<file path="config.mk">
export PLATFORM = sky130hd
export DESIGN_NAME = conv_encoder_frame_flat
export DESIGN_NICKNAME = d
export VERILOG_FILES = /design/src/rtl/endec_pkg.sv /design/src/rtl/conv_encoder_frame_if.sv /design/src/rtl/conv_sym_gen.sv /design/src/rtl/conv_encoder_frame.sv /design/src/flat_wrapper.sv
export SDC_FILE = /design/constraint.sdc
export NUM_CORES = 1
export LEC_CHECK = 0
export ABC_AREA = 1
export CAP_MARGIN = 20
export CORE_MARGIN = 5
export CORE_UTILIZATION = 55
export CTS_CLUSTER_DIAMETER = 100
export DETAILED_ROUTE_END_ITERATION = 10
export PLACE_DENSITY = 0.82
export SETUP_SLACK_MARGIN = 0.2
export SLEW_MARGIN = 20
export SYNTH_ARGS = -nofsm -noshare
export SYNTH_HDL_FRONTEND = slang
export SYNTH_SLANG_ARGS = --single-unit
</file>
<file path="constraint.sdc">
create_clock -name sys_clk -period 2.5 [get_ports sys_clk]
set_input_delay 0.25 -clock sys_clk [delete_from_list [all_inputs] [get_ports sys_clk]]
set_output_delay 0.25 -clock sys_clk [all_outputs]
set_load 0.05 [all_outputs]
</file>
<file path="src/rtl/endec_pkg.sv">
// Shared encoder/decoder definitions: FSM states, default geometry and the config legality check.
package endec_pkg;

    localparam int unsigned MaxConstrLen = 5;    // matches MAX_CONSTRAINT_LENGTH
    localparam int unsigned MaxCodeRate  = 3;    // matches MAX_CODE_RATE
    localparam int unsigned FrameLenDef  = 128;

    typedef enum logic [1:0] {
        StIdle,
        StData,
        StTail
    } enc_state_e;

    // K must leave at least two memory bits; N must give at least rate 1/2.
    function automatic logic cfg_legal(input int unsigned k, input int unsigned n,
                                       input int unsigned max_k, input int unsigned max_n);
        return (k >= 3) && (k <= max_k) && (n >= 2) && (n <= max_n);
    endfunction

endpackage

</file>
<file path="src/rtl/conv_encoder_frame_if.sv">
// Control, configuration and bit/symbol stream bundle of the frame encoder.
interface conv_encoder_frame_if #(
    parameter int unsigned MAX_K = 5,
    parameter int unsigned MAX_N = 3
);
    localparam int unsigned KW = $clog2(MAX_K + 1);
    localparam int unsigned NW = $clog2(MAX_N + 1);

    logic                   en;
    logic                   i_start;
    logic [KW-1:0]          i_constr_len;
    logic [NW-1:0]          i_code_rate;
    logic [MAX_K*MAX_N-1:0] i_gen_poly_flat;
    logic                   i_bit_valid;
    logic                   i_bit;
    logic                   o_bit_ready;
    logic                   o_sym_valid;
    logic [MAX_N-1:0]       o_sym;
    logic                   o_last;
    logic                   i_sym_ready;
    logic                   o_frame_done;
    logic                   o_cfg_err;

    modport master (
        output en, i_start, i_constr_len, i_code_rate, i_gen_poly_flat,
        output i_bit_valid, i_bit, i_sym_ready,
        input  o_bit_ready, o_sym_valid, o_sym, o_last, o_frame_done, o_cfg_err
    );

    modport slave (
        input  en, i_start, i_constr_len, i_code_rate, i_gen_poly_flat,
        input  i_bit_valid, i_bit, i_sym_ready,
        output o_bit_ready, o_sym_valid, o_sym, o_last, o_frame_done, o_cfg_err
    );

endinterface

</file>
<file path="src/rtl/conv_sym_gen.sv">
// Combinational code symbol generator: parity of each generator polynomial over the window.
module conv_sym_gen #(
    parameter int unsigned MAX_K = 5,
    parameter int unsigned MAX_N = 3
) (
    input  logic [MAX_K-1:0]           window,
    input  logic [MAX_K*MAX_N-1:0]     polys,
    input  logic [$clog2(MAX_K+1)-1:0] k,
    input  logic [$clog2(MAX_N+1)-1:0] n,
    output logic [MAX_N-1:0]           sym
);
    localparam int unsigned KW = $clog2(MAX_K + 1);
    localparam int unsigned NW = $clog2(MAX_N + 1);

    logic [MAX_K-1:0] tap_mask;

    always_comb begin
        tap_mask = '0;
        for (int i = 0; i < MAX_K; i++) begin
            tap_mask[i] = (KW'(i) < k);
        end
        sym = '0;
        for (int j = 0; j < MAX_N; j++) begin
            if (NW'(j) < n) begin
                sym[j] = ^(window & polys[j*MAX_K +: MAX_K] & tap_mask);
            end
        end
    end

endmodule

</file>
<file path="src/rtl/conv_encoder_frame.sv">
// Frame-based convolutional encoder with run-time K and N and valid/ready streaming.
// Define CONV_TAIL_FLUSH_EN to append K-1 zero-input tail symbols to every frame.
module conv_encoder_frame
    import endec_pkg::*;
#(
    parameter int unsigned MAX_K     = MaxConstrLen,
    parameter int unsigned MAX_N     = MaxCodeRate,
    parameter int unsigned FRAME_LEN = FrameLenDef
) (
    input logic               sys_clk,
    input logic               rst,
    conv_encoder_frame_if.slave bus
);
    localparam int unsigned KW = $clog2(MAX_K + 1);
    localparam int unsigned NW = $clog2(MAX_N + 1);
    localparam int unsigned CW = $clog2(FRAME_LEN + 1);
    localparam int unsigned SW = MAX_K - 1;
    localparam int unsigned PW = MAX_K * MAX_N;

    enc_state_e       state_q, state_d;
    logic [KW-1:0]    k_q, k_d;
    logic [NW-1:0]    n_q, n_d;
    logic [PW-1:0]    poly_q, poly_d;
    logic [SW-1:0]    shreg_q, shreg_d;
    logic [CW-1:0]    cnt_q, cnt_d;
    logic [MAX_N-1:0] sym_q, sym_d;
    logic             sym_valid_q, sym_valid_d;
    logic             last_q, last_d;
    logic             frame_done_q, frame_done_d;
    logic             cfg_err_q, cfg_err_d;

`ifdef CONV_TAIL_FLUSH_EN
    logic [KW-1:0]    tail_q, tail_d;
`endif

    logic             bit_ready;
    logic             slot_free;
    logic             sym_hs;
    logic             load;
    logic             load_last;
    logic             in_bit;
    logic [MAX_N-1:0] gen_sym;

    // Tail symbols are the trellis driven with forced-zero input.
    assign in_bit = (state_q == StData) ? bus.i_bit : 1'b0;

    conv_sym_gen #(
        .MAX_K (MAX_K),
        .MAX_N (MAX_N)
    ) u_sym_gen (
        .window (({shreg_q, in_bit})),
        .polys  (poly_q),
        .k      (k_q),
        .n      (n_q),
        .sym    (gen_sym)
    );

    assign slot_free = !sym_valid_q || bus.i_sym_ready;
    assign sym_hs    = bus.en && sym_valid_q && bus.i_sym_ready;

    always_comb begin
        state_d      = state_q;
        k_d          = k_q;
        n_d          = n_q;
        poly_d       = poly_q;
        shreg_d      = shreg_q;
        cnt_d        = cnt_q;
        frame_done_d = frame_done_q;
        cfg_err_d    = cfg_err_q;
        bit_ready    = 1'b0;
        load         = 1'b0;
        load_last    = 1'b0;
`ifdef CONV_TAIL_FLUSH_EN
        tail_d       = tail_q;
`endif
        if (bus.en) begin
            frame_done_d = 1'b0;
            cfg_err_d    = 1'b0;
            unique case (state_q)
                StIdle: begin
                    if (bus.i_start) begin
                        if (cfg_legal(32'(bus.i_constr_len), 32'(bus.i_code_rate),
                                      MAX_K, MAX_N)) begin
                            k_d     = bus.i_constr_len;
                            n_d     = bus.i_code_rate;
                            poly_d  = bus.i_gen_poly_flat;
                            shreg_d = '0;
                            cnt_d   = '0;
`ifdef CONV_TAIL_FLUSH_EN
                            tail_d  = '0;
`endif
                            state_d = StData;
                        end else begin
                            cfg_err_d = 1'b1;
                        end
                    end
                end
                StData: begin
                    // Without a tail the FSM idles here after the last bit until it drains.
                    bit_ready = slot_free && (cnt_q != CW'(FRAME_LEN));
                    if (bus.i_bit_valid && bit_ready) begin
                        load    = 1'b1;
                        shreg_d = {shreg_q[SW-2:0], bus.i_bit};
                        cnt_d   = cnt_q + CW'(1);
                        if (cnt_q == CW'(FRAME_LEN - 1)) begin
`ifdef CONV_TAIL_FLUSH_EN
                            state_d = StTail;
`else
                            load_last = 1'b1;
`endif
                        end
                    end
                end
`ifdef CONV_TAIL_FLUSH_EN
                StTail: begin
                    if (slot_free && (tail_q != k_q - KW'(1))) begin
                        load      = 1'b1;
                        shreg_d   = {shreg_q[SW-2:0], 1'b0};
                        tail_d    = tail_q + KW'(1);
                        load_last = (tail_q == k_q - KW'(2));
                    end
                end
`endif
                default: state_d = StIdle;
            endcase
            if (sym_hs && last_q && !load) begin
                state_d      = StIdle;
                frame_done_d = 1'b1;
            end
        end
    end

    always_comb begin
        sym_d       = sym_q;
        sym_valid_d = sym_valid_q;
        last_d      = last_q;
        if (load) begin
            sym_d       = gen_sym;
            sym_valid_d = 1'b1;
            last_d      = load_last;
        end else if (sym_hs) begin
            sym_valid_d = 1'b0;
            last_d      = 1'b0;
        end
    end

    always_ff @(posedge sys_clk) begin
        if (rst) begin
            state_q      <= StIdle;
            k_q          <= '0;
            n_q          <= '0;
            poly_q       <= '0;
            shreg_q      <= '0;
            cnt_q        <= '0;
            sym_q        <= '0;
            sym_valid_q  <= 1'b0;
            last_q       <= 1'b0;
            frame_done_q <= 1'b0;
            cfg_err_q    <= 1'b0;
        end else begin
            state_q      <= state_d;
            k_q          <= k_d;
            n_q          <= n_d;
            poly_q       <= poly_d;
            shreg_q      <= shreg_d;
            cnt_q        <= cnt_d;
            sym_q        <= sym_d;
            sym_valid_q  <= sym_valid_d;
            last_q       <= last_d;
            frame_done_q <= frame_done_d;
            cfg_err_q    <= cfg_err_d;
        end
    end

`ifdef CONV_TAIL_FLUSH_EN
    always_ff @(posedge sys_clk) begin
        if (rst) begin
            tail_q <= '0;
        end else begin
            tail_q <= tail_d;
        end
    end
`endif

    assign bus.o_bit_ready  = bit_ready;
    assign bus.o_sym_valid  = sym_valid_q;
    assign bus.o_sym        = sym_q;
    assign bus.o_last       = last_q;
    // Pulses are held while disabled and surface once en returns.
    assign bus.o_frame_done = frame_done_q && bus.en;
    assign bus.o_cfg_err    = cfg_err_q && bus.en;

endmodule

</file>
<file path="src/flat_wrapper.sv">
// flat-port wrapper written by rule: the top's interface ports become plain ports
module conv_encoder_frame_flat import endec_pkg::*;
#(
    parameter int unsigned MAX_K     = MaxConstrLen,
    parameter int unsigned MAX_N     = MaxCodeRate,
    parameter int unsigned FRAME_LEN = FrameLenDef
)
  (sys_clk, rst, bus_en, bus_i_start, bus_i_constr_len, bus_i_code_rate, bus_i_gen_poly_flat, bus_i_bit_valid, bus_i_bit, bus_i_sym_ready, bus_o_bit_ready, bus_o_sym_valid, bus_o_sym, bus_o_last, bus_o_frame_done, bus_o_cfg_err);
  conv_encoder_frame_if #(.MAX_K(MAX_K), .MAX_N(MAX_N)) bus_i ();
  input logic sys_clk;
  input logic rst;
  input wire logic [$bits(bus_i.en)-1:0] bus_en;
  input wire logic [$bits(bus_i.i_start)-1:0] bus_i_start;
  input wire logic [$bits(bus_i.i_constr_len)-1:0] bus_i_constr_len;
  input wire logic [$bits(bus_i.i_code_rate)-1:0] bus_i_code_rate;
  input wire logic [$bits(bus_i.i_gen_poly_flat)-1:0] bus_i_gen_poly_flat;
  input wire logic [$bits(bus_i.i_bit_valid)-1:0] bus_i_bit_valid;
  input wire logic [$bits(bus_i.i_bit)-1:0] bus_i_bit;
  input wire logic [$bits(bus_i.i_sym_ready)-1:0] bus_i_sym_ready;
  output wire logic [$bits(bus_i.o_bit_ready)-1:0] bus_o_bit_ready;
  output wire logic [$bits(bus_i.o_sym_valid)-1:0] bus_o_sym_valid;
  output wire logic [$bits(bus_i.o_sym)-1:0] bus_o_sym;
  output wire logic [$bits(bus_i.o_last)-1:0] bus_o_last;
  output wire logic [$bits(bus_i.o_frame_done)-1:0] bus_o_frame_done;
  output wire logic [$bits(bus_i.o_cfg_err)-1:0] bus_o_cfg_err;
  assign bus_i.en = bus_en;
  assign bus_i.i_start = bus_i_start;
  assign bus_i.i_constr_len = bus_i_constr_len;
  assign bus_i.i_code_rate = bus_i_code_rate;
  assign bus_i.i_gen_poly_flat = bus_i_gen_poly_flat;
  assign bus_i.i_bit_valid = bus_i_bit_valid;
  assign bus_i.i_bit = bus_i_bit;
  assign bus_i.i_sym_ready = bus_i_sym_ready;
  assign bus_o_bit_ready = bus_i.o_bit_ready;
  assign bus_o_sym_valid = bus_i.o_sym_valid;
  assign bus_o_sym = bus_i.o_sym;
  assign bus_o_last = bus_i.o_last;
  assign bus_o_frame_done = bus_i.o_frame_done;
  assign bus_o_cfg_err = bus_i.o_cfg_err;
  conv_encoder_frame #(.MAX_K(MAX_K), .MAX_N(MAX_N), .FRAME_LEN(FRAME_LEN)) u_core (.sys_clk(sys_clk), .rst(rst), .bus(bus_i));
endmodule
</file>
run_1/congestion.png
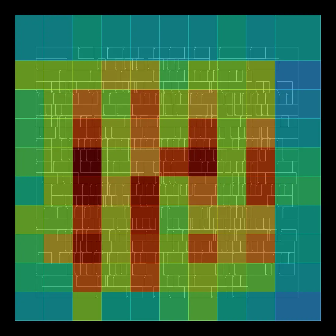
mean routed wirelength per cell: 11.74 um
GR Util All Layers: 20.34%
GRT Max-Usage Layer: met2
GRT met2 Usage: 36.84%
met3 Usage GRT: 3.857%

run_1/clk_routes.png
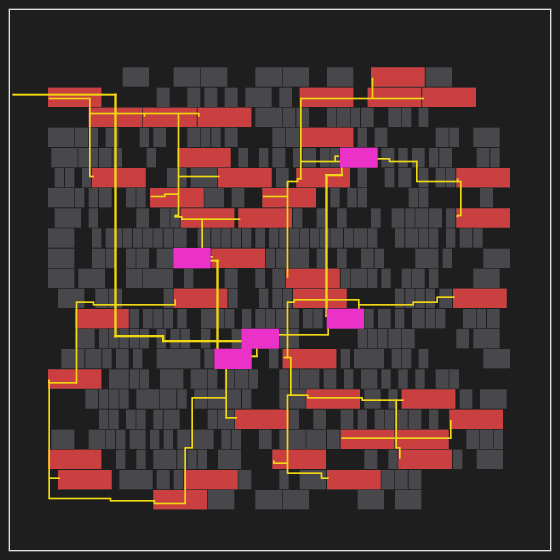
[red] flip-flops | count: 40
[yellow] clock wires | length: 479 um
[magenta] clock drivers | count: 5
flops lie	spread over the die
Clock Power: 0.397 mW
clock power share: 33.0%
clock latency at the later pin of the worst-skew pair: 280 ps

run_1/placement_by_type.png
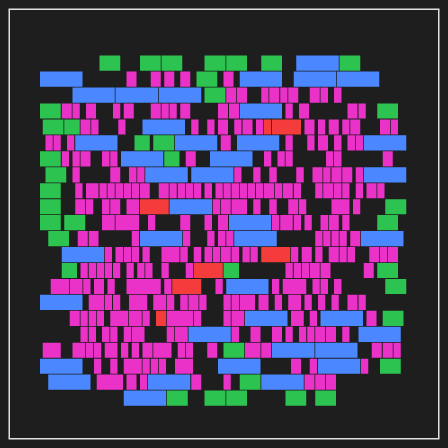
colour	class	cells
blue	sequential cells	40
green	remaining buffers and delay cells	38
red	clock drivers and dummy loads	7
magenta	combinational and other logic	288
final design instance area without fill: 2628 um2
area inside the core boundary: 3744 um2
Finished Core Util: 70.19%

run_1/power_grid.png
The bar under the picture is 20 um long. Pins as bars on the die edge.
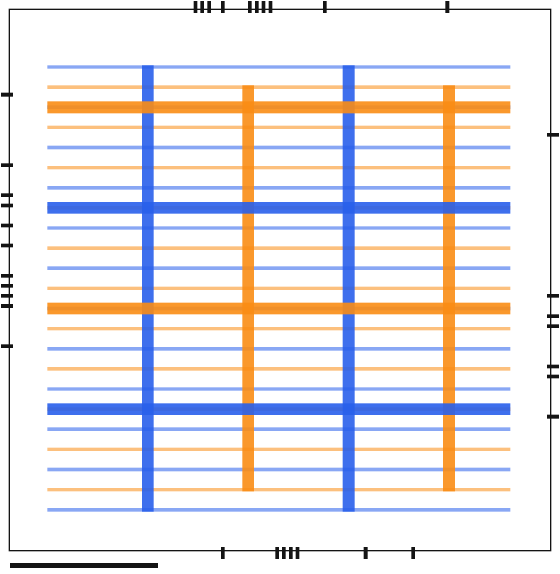
colour	net
orange	VDD
blue	VSS
rows	22
signal pins	35
Die Span Y: 72.99 um
worst supply voltage drop on vdd: 0.2408 mV
overall die width: 72.99 um

==> run notes, run 1 <==
Notes on the physical implementation.

- Among the stages of the critical path, the cell type that occurs most often is sky130_fd_sc_hd__clkdlybuf4s50_1.
- The cell row count is 22, for reference.
- The synth_stat.txt file lists the number of cells as 341.
- The number of antenna diodes in the final layout is 0.
- The multiplexer share of the synthesized area is 0%, for reference.
- Looking at the worst setup and hold paths, the clock pins of their registers show a slew of 80 ps.
- The class of the tightest hold or removal check is flop to flop, for reference.
- The number of failing setup endpoints in the final timing report is 0, for reference.
- The share of the synthesized netlist area taken by xor and xnor gates is 2.007%, for reference.
- The worst setup path is captured at an output pin.
- The starting utilization of the core area is 58.29%, for reference.
- The wire length recorded after detailed routing is 4942 um.
- The max-slew headroom at the worst pin is 66.60%, for reference.
- The area share of and/or/nand/nor cells after synthesis is 34.29%, for reference.
- The clock buffer instance count of the final layout is 6, for reference.
- Ranked by power, first place goes to registers.
- The synthesized design devotes to its leading area cell type 36.70% of total area.
- Measured on the final layout, the clock distribution area share stands at 2.952%.
- The post-CTS resize count is 0, for reference.
- The largest fanout on the critical path is 9, for reference.
- At the worst endpoint, the arrival time is 1810 ps.
- The cell-internal power is 0.9070 mW, for reference.
- Of the cells placed in the final design, the portion with a size suffix greater than 1 is 7.239%.
- The proportion of final cell area spent on non-clock buffers is 14.00%, for reference.
- Setup repair after global routing left no endpoint under its margin.
- In the layout the commonest cells are 101 x sky130_fd_sc_hd__nand2_1, 42 x sky130_fd_sc_hd__inv_1, 40 x sky130_fd_sc_hd__dfxtp_1.
- Sequential cells make up 30.48% of the cell area.
- The report puts the hold buffer count at CTS at 0.
- The sum of negative setup slack is 0 ps, for reference.
- The critical path goes through clkdlybuf4s50_1 -> nand2_1 -> inv_1 -> clkdlybuf4s50_1.
- Per the GRT congestion report, total overflow comes to 0.
- The number of nets with antenna violations after detailed routing is 0, for reference.
- The post-detailed-route DRC marker count is 0, for reference.
- The number of distinct library cell variants in the gate-level netlist after synthesis is 28, for reference.
- Counting the warning lines in the Yosys log gives 0.
- The total vias in the final route is 2,134, for reference.
- The post-CTS setup buffer count is 0, for reference.
- The filler cell count in the final layout is 333, for reference.
- After legalization and detailed placement, the total HPWL measured 3726 um.
- The leakage power is 1.100 nW, for reference.
- For this design the ratio of total power to cell area is 457.5 nW/um2.
- Counting endpoints that fail hold in the final report gives 0.
- The initial antenna violation count came to 0.
- The number of tap cells inserted is 48, for reference.
- The dominant cell type by area after synthesis is sky130_fd_sc_hd__dfxtp_1, for reference.
- The first global-routing pass estimated 8818 um of wire.
- According to the finish report, the design has a final net count of 402.
- The sequential fraction of design power is 55.5%, for reference.
- In the layout the tool counted multi-input logic cells amounting to 243.
- Entering global routing, the biggest net connects 31 pins.
- The netlist area before placement is 2182 um2, for reference.
- The worst clock skew is 7.215 ps, for reference.
- The area of the synthesized netlist per yosys stat is 2182 um2, for reference.
- The run finished with clean final reports.
- The post-detailed-route via-to-cell ratio is 5.069, for reference.
- The max-slew violation total from the final report is 0, for reference.
- The analysis attributes to net switching a power of 0.2952 mW.
- The data required time reported for the critical path is 2250 ps.
- The most common logic cell in the routed design is sky130_fd_sc_hd__nand2_1, for reference.
- The cell family with the largest share of critical-path delay is buffers and inverters, for reference.
- The maximum clock frequency is 0.4856 GHz, for reference.
- The synthesized area per cell is 6.399 um2, for reference.
- By startpoint and endpoint, the worst setup path is classified as input pin to output pin.
- The largest family of logic cells by area is simple AND/OR/NAND/NOR gates, for reference.
- The number of ports placed on the die boundary is 35, for reference.
- Relative to the synthesized area, the layout overhead comes to 20.41%.
- Net switching is 24.56% of the power.
- The share of synthesized cell area in full adder, half adder and majority cells is 1.147%, for reference.
- The number of clock sinks seen by CTS is 40, for reference.
- The synthesized netlist devotes 15.37% of its cell area to compound gates.
- The number of DRC markers after the initial detailed-route iteration is 159, for reference.
- In the final layout, excluding clock buffers the buffer count is 38.
- Per the synth log, the flip-flop and latch total comes to 40.
- The largest buffer count on any clock path is 2, for reference.
- The number of logged tool warnings is 27, for reference.
- The largest cell class by area is combinational gates, for reference.
- The clock root buffer master is sky130_fd_sc_hd__clkbuf_8, for reference.
- The power in combinational cells is 0.138 mW, for reference.
- The via count of the first global-routing pass is 2,178, for reference.
- The register area share after synthesis is 36.70%, for reference.
- The logic share of the area is 43.86%, for reference.
- CTS built an H-tree with a depth of 2.
- The number of nets in the synthesized netlist is 370, for reference.
- Synthesis handed over a netlist of 341 instances.
- The maximum cell stage delay along the critical path is 790 ps, for reference.
- The slowest cell on the critical path is sky130_fd_sc_hd__clkdlybuf4s50_1, for reference.
- According to the report, the first pass of detailed routing completed in 4 iterations.
- The sum of buffers and inverters on the critical path is 3, for reference.
- Per report_power, the combinational group accounts for 11.5% of the total.
- The power consumption is 1.202 mW, for reference.
- Final hold analysis gives a worst-case slack of 453.2 ps.
- The final cycle utilization of the critical path is 82.38%, for reference.
- Summing all multi-input logic gate instances after layout gives 1152 um2.
- There are 40 flip-flops and latches.
- The TritonCTS clock tree is done, for reference.
- Sorting the synthesized cells by area gives the leading types as sky130_fd_sc_hd__dfxtp_1 37%, sky130_fd_sc_hd__nand2_1 17%, sky130_fd_sc_hd__a21oi_1 7.3%, sky130_fd_sc_hd__inv_1 7.2%, sky130_fd_sc_hd__nand3_1 6.4%.
- The number of maximum-capacitance violations recorded for the run is 0.
- Input and output buffers added on the ports amount to 34.
- The last weighted congestion value of the routability-driven placer is 0.8685, for reference.
- The non-clock inverters instantiated in the layout total 45.
- The startpoint type of the worst setup path is an input pin, for reference.
- The area of the die is 5327 um2, for reference.
- At the pin with the least slew margin, the transition time is 499.5 ps.
- Registers take 800.8 um2.
- The clock period minus worst slack is 2059 ps, for reference.
- TritonCTS created 5 clock buffers.
- The sequential power is 0.668 mW, for reference.
==> run 1: per-stage QoR <==
step	cell area (um2)	util (%)	setup slack (ps)	cells
final	2628	70.19	440.6	421
after global routing	2628	70.19	331.8	421
after CTS	2628	70.19	438.9	421
after detailed placement	2550	68.12	447.7	414
after global placement	2550	68.12	462.6	414
after floorplan	2182	-	686.4	341
==> run 1: registers in the layout (all words and copies together), names as in the netlist <==
register,flops
u_core.bus.o_sym,3
u_core.state_q,1
u_core.cfg_err_q,1
u_core.shreg_q,4
u_core.bus.o_last,1
u_core.cnt_q,8
u_core.bus.o_sym_valid,1
u_core.poly_q,15
u_core.n_q,2
u_core.frame_done_q,1
u_core.k_q,3
==> run 1: routing by layer <==
layer | vias up | GRT usage [%] | routed length [um]
li1 | 1136 | - | -
met1 | 949 | 23.26 | 2146
met2 | 41 | 36.84 | 2496
met3 | 8 | 3.857 | 222
met4 | 0 | 7.787 | 76
met5 | - | 0 | 0
==> run 1: synthesized netlist by cell type (all sizes together) <==
library cell / count
o21ai: 18
ha: 2
and2: 1
xor2: 5
nand4: 6
inv: 44
a21oi: 37
nand2: 107
nor2: 32
clkinv: 1
clkbuf: 9
nand3: 28
o21bai: 1
buf: 4
nor3: 2
dfxtp: 40
a21o: 1
nand3b: 1
a21boi: 2
==> run 1: path summary, 6_finish.rpt <==
kind | end | slack, ps | startpoint | cells past startpoint
worst min register to register | u_core.poly_q[3] | 450 | u_core.poly_q[3] | 2
worst min-delay path | u_core.poly_q[3] | 450 | u_core.poly_q[3] | 2
worst max-delay path | bus_o_frame_done | 440 | bus_en | 4
worst max register to register | u_core.shreg_q[1] | 660 | u_core.cnt_q[0] | 10
## Run 2: what changed since run 1
--- a/config.mk
+++ b/config.mk
@@ -8,10 +8,10 @@
 export ABC_AREA = 1
 export CAP_MARGIN = 20
 export CORE_MARGIN = 5
-export CORE_UTILIZATION = 55
+export CORE_UTILIZATION = 48
 export CTS_CLUSTER_DIAMETER = 100
 export DETAILED_ROUTE_END_ITERATION = 10
-export PLACE_DENSITY = 0.82
+export PLACE_DENSITY = 0.76
 export SETUP_SLACK_MARGIN = 0.2
 export SLEW_MARGIN = 20
 export SYNTH_ARGS = -nofsm -noshare
==> constraint.sdc (replaced) <==
create_clock -name sys_clk -period 1.7 [get_ports sys_clk]
set_input_delay 0.17 -clock sys_clk [delete_from_list [all_inputs] [get_ports sys_clk]]
set_output_delay 0.17 -clock sys_clk [all_outputs]
set_load 0.05 [all_outputs]
run_2/power_grid.png
The bar under the picture is 20 um long. Pins as bars on the die edge.
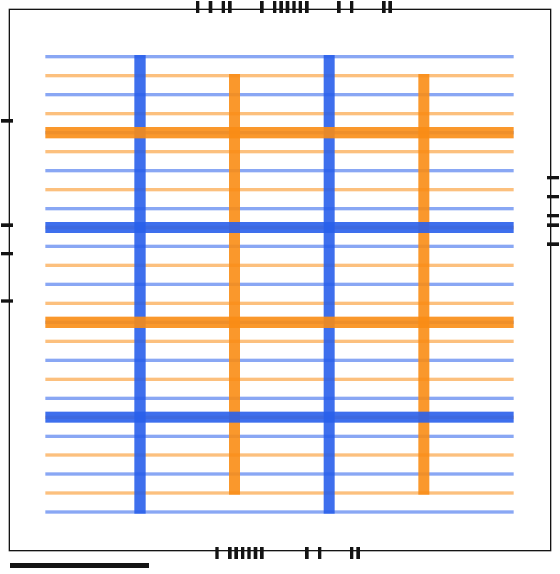
Die Span Y: 77.43 um
worst supply voltage drop on vdd: 0.4994 mV
area inside the core boundary: 4384 um2

==> run notes, run 2 <==
Notes on the physical implementation.

- The run finished with clean final reports.
- Summed over all instances, the cell type with the most area after synthesis is sky130_fd_sc_hd__dfxtp_1.
- The final cycle utilization of the critical path is 97.32%, for reference.
- On the critical path, the stage with the largest delay is an instance of sky130_fd_sc_hd__dfxtp_2.
- More flip-flops sit in one register than any other, and that register is u_core.poly_q.
- The H-tree generated during clock tree synthesis spans 2 levels.
- Per STA, the worst path is made up of inv_2 -> ha_4 -> clkinv_4 -> nor2_2 -> a21boi_2 -> buf_4 -> nand2_4 -> a21oi_4 -> buf_6 -> buf_16 -> o21ai_1 -> nor2_1.
- The net load switching power is 0.4893 mW, for reference.
- The count of TritonRoute iterations in the first routing pass is 4, for reference.
- The most common logic cell in the final layout is sky130_fd_sc_hd__nand2_1.
- The floorplan has 24 rows.
- The top power consumer group is registers, for reference.
- Hold-check failures listed in the final report amount to 0.
- The number of clock buffers added by TritonCTS is 5.
- The filler cell count in the final layout is 367, for reference.
- Dividing the synthesized area by the synthesized cell count gives 6.399 um2.
- Entering global routing, the biggest net connects 31 pins.
- After Yosys synthesis, full adders, half adders and majority gates account for 1.147% of the synthesized area.
- Per the OpenROAD floorplan log, the width of the die is 77.43 um.
- The maximum cell stage delay along the critical path is 340 ps, for reference.
- The clock net in this run drives a total of 40 sinks.
- Of the combinational cells, the family taking the most area is simple AND/OR/NAND/NOR gates.
- Yosys printed 0 warnings.
- Counting pins that exceed their max-slew limit in the final report gives 0.
- Routing resource usage on met1 recorded by global route was 22.43%.
- The number of nets in the synthesized netlist is 370, for reference.
- The synth_stat.txt file lists the number of cells as 341.
- The signed area change from the synthesized netlist to the final layout is 40.83%, for reference.
- In the global route stage, met2 resource usage came out at 36.11%.
- sky130_fd_sc_hd__nand2_1 is the most common cell in the netlist.
- The number of antenna diodes in the final layout is 0.
- The initial antenna violation count is 0, for reference.
- The synthesis report names the predominant flop master as sky130_fd_sc_hd__dfxtp_1.
- STA classifies the critical path endpoint as a flop.
- The share of the synthesized netlist area taken by xor and xnor gates is 2.007%, for reference.
- After global routing the overflow that remains totals 0.
- The class of the tightest hold or removal check is input pin to flop, for reference.
- Setup repair after global routing could not meet its margin everywhere.
- The worst min-delay path endpoint is u_core.poly_q[6], for reference.
- The main area contributors are sky130_fd_sc_hd__dfxtp_1 37%, sky130_fd_sc_hd__nand2_1 17%, sky130_fd_sc_hd__a21oi_1 7.3%, sky130_fd_sc_hd__inv_1 7.2%, sky130_fd_sc_hd__nand3_1 6.4%.
- Per the cell usage report, the commonest logic cells after layout are 92 x sky130_fd_sc_hd__nand2_1, 39 x sky130_fd_sc_hd__inv_1, 31 x sky130_fd_sc_hd__a21oi_1.
- Global routing used 3.356% of the available met3 tracks.
- The synthesized-area fraction occupied by ao, oa, aoi and oai cells is 15.37%, for reference.
- The first global-routing pass estimated 9597 um of wire.
- The leakage power is 1.351 nW, for reference.
- STA puts the critical path data required time at 1930 ps.
- The via count of the first global-routing pass came to 2,154.
- The TritonCTS clock tree is done, for reference.
- The power report lists the sequential group at 0.979 mW.
- The number of distinct library cell variants in the gate-level netlist after synthesis is 28, for reference.
- The sum of buffers and inverters on the critical path is 5, for reference.
- The synthesized netlist occupies a cell area of 2182 um2.
- The clock network fraction of total power is 37.8%, for reference.
- The report puts the hold buffer count at CTS at 0.
- Per the detail_route report, DRC violations left total 0.
- The startpoint type of the worst setup path is a flop, for reference.
- By count the netlist is led by 101 x sky130_fd_sc_hd__nand2_1, 42 x sky130_fd_sc_hd__inv_1, 40 x sky130_fd_sc_hd__dfxtp_1.
- The transition time at the pin with the least slew margin is 488.8 ps, for reference.
- Post-CTS repair ended up resizing 26 cells.
- The power of the clock network is 0.766 mW, for reference.
- Note, the detailed placer reported a final HPWL of 4069 um.
- The worst register-to-register path ends at u_core.shreg_q[2].
- The clock insertion delay at the later pin of the skew report is 290 ps, for reference.
- The cell count after synthesis came out at 341.
- The number of input and output port buffers inserted is 34, for reference.
- In the power breakdown, the internal column shows 1.539 mW.
- After synthesis, the share of flip-flops with an asynchronous set or reset is 0%.
- The total vias in the final route is 2,325, for reference.
- The number of logged tool warnings is 29, for reference.
- The flip-flop count of the largest register, all copies and words added is 15, for reference.
- The finished design was reported to have a net count of 424.
- In this run the maximum-capacitance check reported violations numbering 0.
- Combinational cells consume a total of 0.283 mW.
- The data arrival time reported for the critical path is 1880 ps.
- The worst reg2reg path startpoint is u_core.cnt_q[1], for reference.
- The cell family with the largest share of critical-path delay is buffers and inverters, for reference.
- The post-detailed-route via-to-cell ratio is 5.190, for reference.
- The routed wirelength on the met1 layer is recorded as 2402 um.
- The area fraction of the largest cell type after synthesis is 36.70%.
- The worst path needs 1654 ps of the cycle, external delays included.
- Wire segments on met3 add up to 259 um in the final route.
- The number of nets with antenna violations after detailed routing is 0, for reference.
- The clock root buffer master is sky130_fd_sc_hd__clkbuf_8, for reference.
- Before placement the cells fill 49.77% of the core.
- The share of total power dissipated in combinational logic is 14.0%.
- Routed signal wires occupy layers up through met4.
- Per the detailed-route log, wirelength across all metal layers totals 6060 um.
- The launch point of the worst hold path is bus_i_gen_poly_flat[6], for reference.
- After its last routability iteration, the placer logged a weighted congestion of 0.8863.
- The sequential fraction of design power is 48.3%, for reference.
- The final design instance area without fill is 3073 um2, for reference.
- The number of ports placed on the die boundary is 35, for reference.
- Per the post-CTS timing run, clock transition at the registers of the reported paths is 80 ps.
- The worst clock skew is 8.677 ps, for reference.
- The area of the synthesized netlist per yosys stat is 2182 um2, for reference.
- The script logs the mean routed wire length per placed instance as 13.53 um.
- For this block, the initial DRC count from the detailed router was 167.
- The registers reported with the highest flop counts are u_core.poly_q x15, u_core.cnt_q x8, u_core.shreg_q x4.
- The largest fanout on the critical path is 6, for reference.
- The post-CTS setup buffer count is 5, for reference.
- The power per unit of standard cell area is 659.9 nW/um2, for reference.
- Multiplexer cells account for 0% of the synthesized area.
- The register area share after synthesis is 36.70%, for reference.
- Once placement finished, the instance area stood at 2679 um2.
- Setup slack on the critical path of the routed design comes to 45.61 ps.
- The synthesis-stage register bit count is 40, for reference.
- The met2 wire length is 3258 um, for reference.
[run 2: cell counts after synthesis]
Identical to the previous run, type by type.
[run 2: cells by family after synthesis]
family / after synthesis
fa+ha+maj: 2
buf+inv: 58
xor+xnor: 5
simple gates: 177
compound gates: 59
flops: 40
[run 2: cell type report]
cell class              count  area, um2  share of cell area [%]
inverters                  45      173.9                   5.660
repair buffers             60      630.6                   20.52
flip-flops and latches     40      815.8                   26.55
clock inverters             2      35.03                   1.140
multi-input cells         243       1280                   41.65
well taps                  52      65.06                   2.117
clock buffers               6      72.57                   2.362
[run 2: stage by stage]
step / TNS, ps / power (mW) / hold slack (ps) / instances / utilization, %
final: 0 / 2.028 / 457.1 / 448 / 70.09
after global routing: -116.8 / 2.130 / 466.1 / 448 / 70.09
after floorplan: 0 / 1.111 / 337.5 / 341 / -
after global placement: 0 / 1.225 / 445.5 / 426 / 61.10
after CTS: 0 / 2.015 / 451.9 / 440 / 66.04
after detailed placement: 0 / 1.229 / 455.0 / 426 / 61.10
[run 2: how the worst max path moves through the flow]
stage,from,endpoint,slack (ps),depth (start not counted)
CTS,u_core.cnt_q[0],bus_o_bit_ready,90,8
finish,u_core.cnt_q[1],u_core.shreg_q[2],50,12
floorplan,u_core.cnt_q[0],u_core.shreg_q[0],200,11
global route,u_core.cnt_q[5],u_core.cnt_q[1],-40,11
detailed placement,bus_i_sym_ready,u_core.cnt_q[1],0.3,10
global placement,bus_i_code_rate[1],u_core.cnt_q[0],30,8
[run 2: tightest hold or removal path, stage by stage]
cell and delay [ps]:
sky130_fd_sc_hd__clkdlybuf4s50_1 400, sky130_fd_sc_hd__nand3_1 80, sky130_fd_sc_hd__a21oi_1 60
Power is estimated from default activity; no workload was simulated.
